run_1/port_trees.png
Scale bar: 10 um.
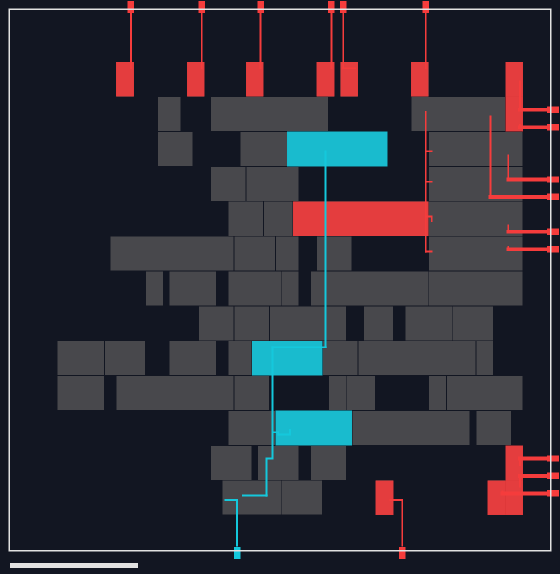
run_1/m3.png
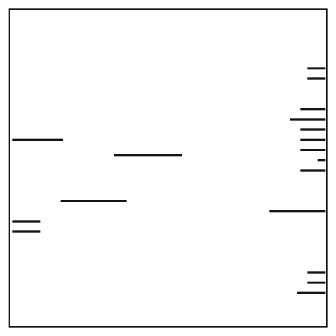
run_1/m2.png
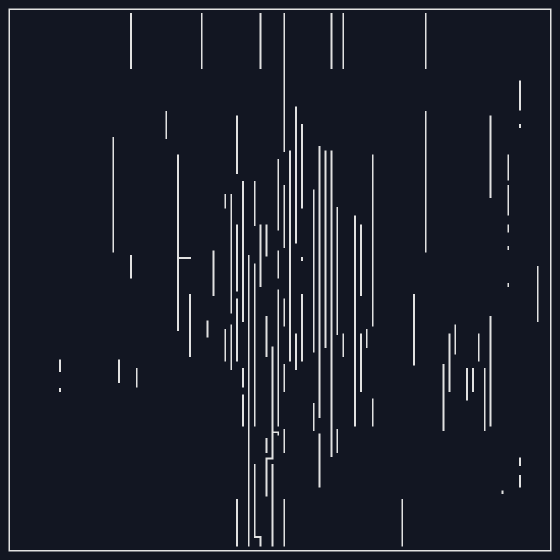
==> config.mk <==
export PLATFORM = sky130hd
export DESIGN_NAME = rh_intr
export DESIGN_NICKNAME = d
export VERILOG_FILES = /design/src/rtl/rh_intr_pkg.sv /design/src/rtl/rh_intr.sv
export SDC_FILE = /design/constraint.sdc
export NUM_CORES = 1
export LEC_CHECK = 0
export CORE_MARGIN = 2
export CORE_UTILIZATION = 31
export DETAILED_ROUTE_END_ITERATION = 8
export PLACE_DENSITY = 0.75
export SETUP_SLACK_MARGIN = 0.3
export SLEW_MARGIN = 40
export SYNTH_ARGS = -nofsm -noshare
export SYNTH_HDL_FRONTEND = slang
export SYNTH_SLANG_ARGS = --single-unit
==> constraint.sdc <==
create_clock -name clk -period 1 [get_ports clk]
set_input_delay 0.2 -clock clk [delete_from_list [all_inputs] [get_ports clk]]
set_output_delay 0.2 -clock clk [all_outputs]
set_load 0.05 [all_outputs]
==> impl_metrics.env <==
# implementation run metrics
export IMPL_fin_crit_ns=1.18
export IMPL_power_uw=791
export IMPL_arrival_ns=0.98
export IMPL_maximum_net_fanout_on_the_critical_path=5
export IMPL_core_area_mm2=0.00133
export IMPL_cellPowerDensity_mw_per_mm2=1080
export IMPL_fp_dieArea_mm2=0.00177
export IMPL_final_max_slew_violation_count=0
export IMPL_drc=0
export IMPL_top_power_group="registers"
export IMPL_cts_buffers=3
export IMPL_finish_instance_area_um2=734
export IMPL_globalRouteTotalUtil=0.103
export IMPL_worst_hold_path_type="in2async"
export IMPL_crit_path_cell_trace="buf_12"
export IMPL_global_route_usage_met1=0.100
export IMPL_synthToLayoutAreaGrowth_pct=63.1
export IMPL_status="finished with violations"
export IMPL_violated_checks="setup timing"
export IMPL_tapCellCount=15
export IMPL_place_hpwl_um=632
export IMPL_pwr_share_seq=0.379
export IMPL_cts_path_max_buffers=2
export IMPL_yosysSeqAreaShare=0.389
export IMPL_clockBufferCount=3
export IMPL_preCtsSetupSlack_ns=-0.363
export IMPL_switchingPower_uw=284
export IMPL_post_route_worst_hold_slack_ns=0.181
export IMPL_critPathBufInv=1
export IMPL_final_hold_viol_count=0
export IMPL_rr_worst_depth=3
export IMPL_power_frac_clock=0.333
export IMPL_syn_avg_cell_area_um2=9.58
export IMPL_setup_repair_after_global_routing_missed_its_margin="true"
export IMPL_vdd_ir_drop_max_mv=0.479
export IMPL_die_width_um=42.1
export IMPL_worst_setup_hold_path_clk_slew_ns=0.06
export IMPL_finalSetupViolations=8
export IMPL_fmax_ghz=0.845
export IMPL_leakagePower_nw=0.354
export IMPL_buf_share=0.361
export IMPL_pg_seq_uw=299
export IMPL_cp_start_kind="flip-flop"
export IMPL_clkSinkCount=7
export IMPL_log_warning_count=29
export IMPL_yosys_cells=47
export IMPL_worst_slack_ns=-0.183
export IMPL_largest_class="buffers"
-- port_trees.png (at the start) --
- cs1IE: cyan (bits 1; direction input; edge bottom; end cells 3; buffers 1; wire 39.7 um)
- devVECT: red (bits 16; direction output; edge 9 right, 6 top, 1 bottom; end cells 13; buffers 4; wire 81.8 um)
quantity of I/O buffers inserted on ports: 16
number of top-level design ports: 29

-- m3.png (at the start) --
- nets with wire on the layer: 17
- share of all routed wire: 7.8%
- main direction: horizontal
- wire length on this layer: 69.5 um
- longest straight run: 8.70 um
post-detailed-routing wire length: 894 um
global-route met3 utilization: 0.0517
routed via count: 365

-- m2.png (at the start) --
- nets with wire on the layer: 70
- longest straight run: 23.8 um
- main direction: vertical
- wire length on this layer: 480 um
met2 Track Usage GR: 0.175

[run 1: cells in the final DEF (no fill, tap or decap)]
| master | Yosys | layout |
|---|---|---|
| sky130_fd_sc_hd__mux2i_1 | 1 | 1 |
| sky130_fd_sc_hd__inv_2 | 0 | 1 |
| sky130_fd_sc_hd__dlymetal6s2s_1 | 0 | 1 |
| sky130_fd_sc_hd__nor3_2 | 0 | 1 |
| sky130_fd_sc_hd__a311oi_2 | 0 | 1 |
| sky130_fd_sc_hd__buf_4 | 16 | 5 |
| sky130_fd_sc_hd__dlygate4sd2_1 | 0 | 5 |
| sky130_fd_sc_hd__conb_1 | 1 | 12 |
| sky130_fd_sc_hd__a41o_1 | 1 | 1 |
| sky130_fd_sc_hd__or2_4 | 0 | 1 |
| sky130_fd_sc_hd__clkdlybuf4s15_1 | 0 | 2 |
| sky130_fd_sc_hd__clkdlybuf4s50_1 | 0 | 2 |
| sky130_fd_sc_hd__dfrtp_2 | 0 | 1 |
| sky130_fd_sc_hd__dfrtp_1 | 7 | 5 |
| sky130_fd_sc_hd__nor2_4 | 0 | 1 |
| sky130_fd_sc_hd__dfrtp_4 | 0 | 1 |
| sky130_fd_sc_hd__nor2_1 | 4 | 2 |
| sky130_fd_sc_hd__buf_6 | 1 | 1 |
| sky130_fd_sc_hd__a21oi_1 | 1 | 1 |
| sky130_fd_sc_hd__o21ai_4 | 0 | 1 |
| sky130_fd_sc_hd__clkinv_2 | 0 | 1 |
| sky130_fd_sc_hd__a21boi_0 | 1 | 1 |
| sky130_fd_sc_hd__nand3_1 | 1 | 1 |
| sky130_fd_sc_hd__o41ai_2 | 1 | 1 |
| sky130_fd_sc_hd__a31oi_4 | 0 | 1 |
| sky130_fd_sc_hd__inv_1 | 3 | 2 |
| sky130_fd_sc_hd__and3_1 | 1 | 1 |
| sky130_fd_sc_hd__nor2_2 | 1 | 2 |
| sky130_fd_sc_hd__o31ai_1 | 1 | 1 |
| sky130_fd_sc_hd__buf_12 | 0 | 6 |
| sky130_fd_sc_hd__clkbuf_4 | 0 | 3 |
| sky130_fd_sc_hd__a41oi_2 | 0 | 1 |
[run 1: metal layers]
layer | vias to the layer above | share of wire
li1 | 171 | -
met1 | 174 | 0.38
met5 | - | 0
met4 | 0 | 0.0089
met2 | 18 | 0.54
met3 | 2 | 0.077
[run 1: what timing repair did]
action | CTS | global route
hold buffers | 0 | 0
setup buffers | 1 | 2
resized | 17 | 7
setup endpoints to repair | 13 | 13
pin swaps | 8 | 2
[run 1: cell usage after synthesis (all sizes together)]
library cell  number  area share
and3               1       0.014
mux2i              1       0.022
a41oi              1       0.019
buf               17        0.29
dfrtp              7        0.39
a311oi             1       0.019
a21boi             1       0.017
o31ai              1       0.017
a41o               1       0.022
a21oi              1       0.011
o21ai              1       0.011
inv                3       0.025
nor2               5       0.047
o41ai              1       0.036
a31oi              1       0.014
or2                1       0.014
conb               1      0.0083
nand3              1       0.011
nor3               1       0.011
[run 1: cell families after synthesis]
logic type	synth area share
buf+inv	0.317
flops	0.389
mux	0.0222
other cells	0.00833
compound gates	0.167
simple gates	0.0972
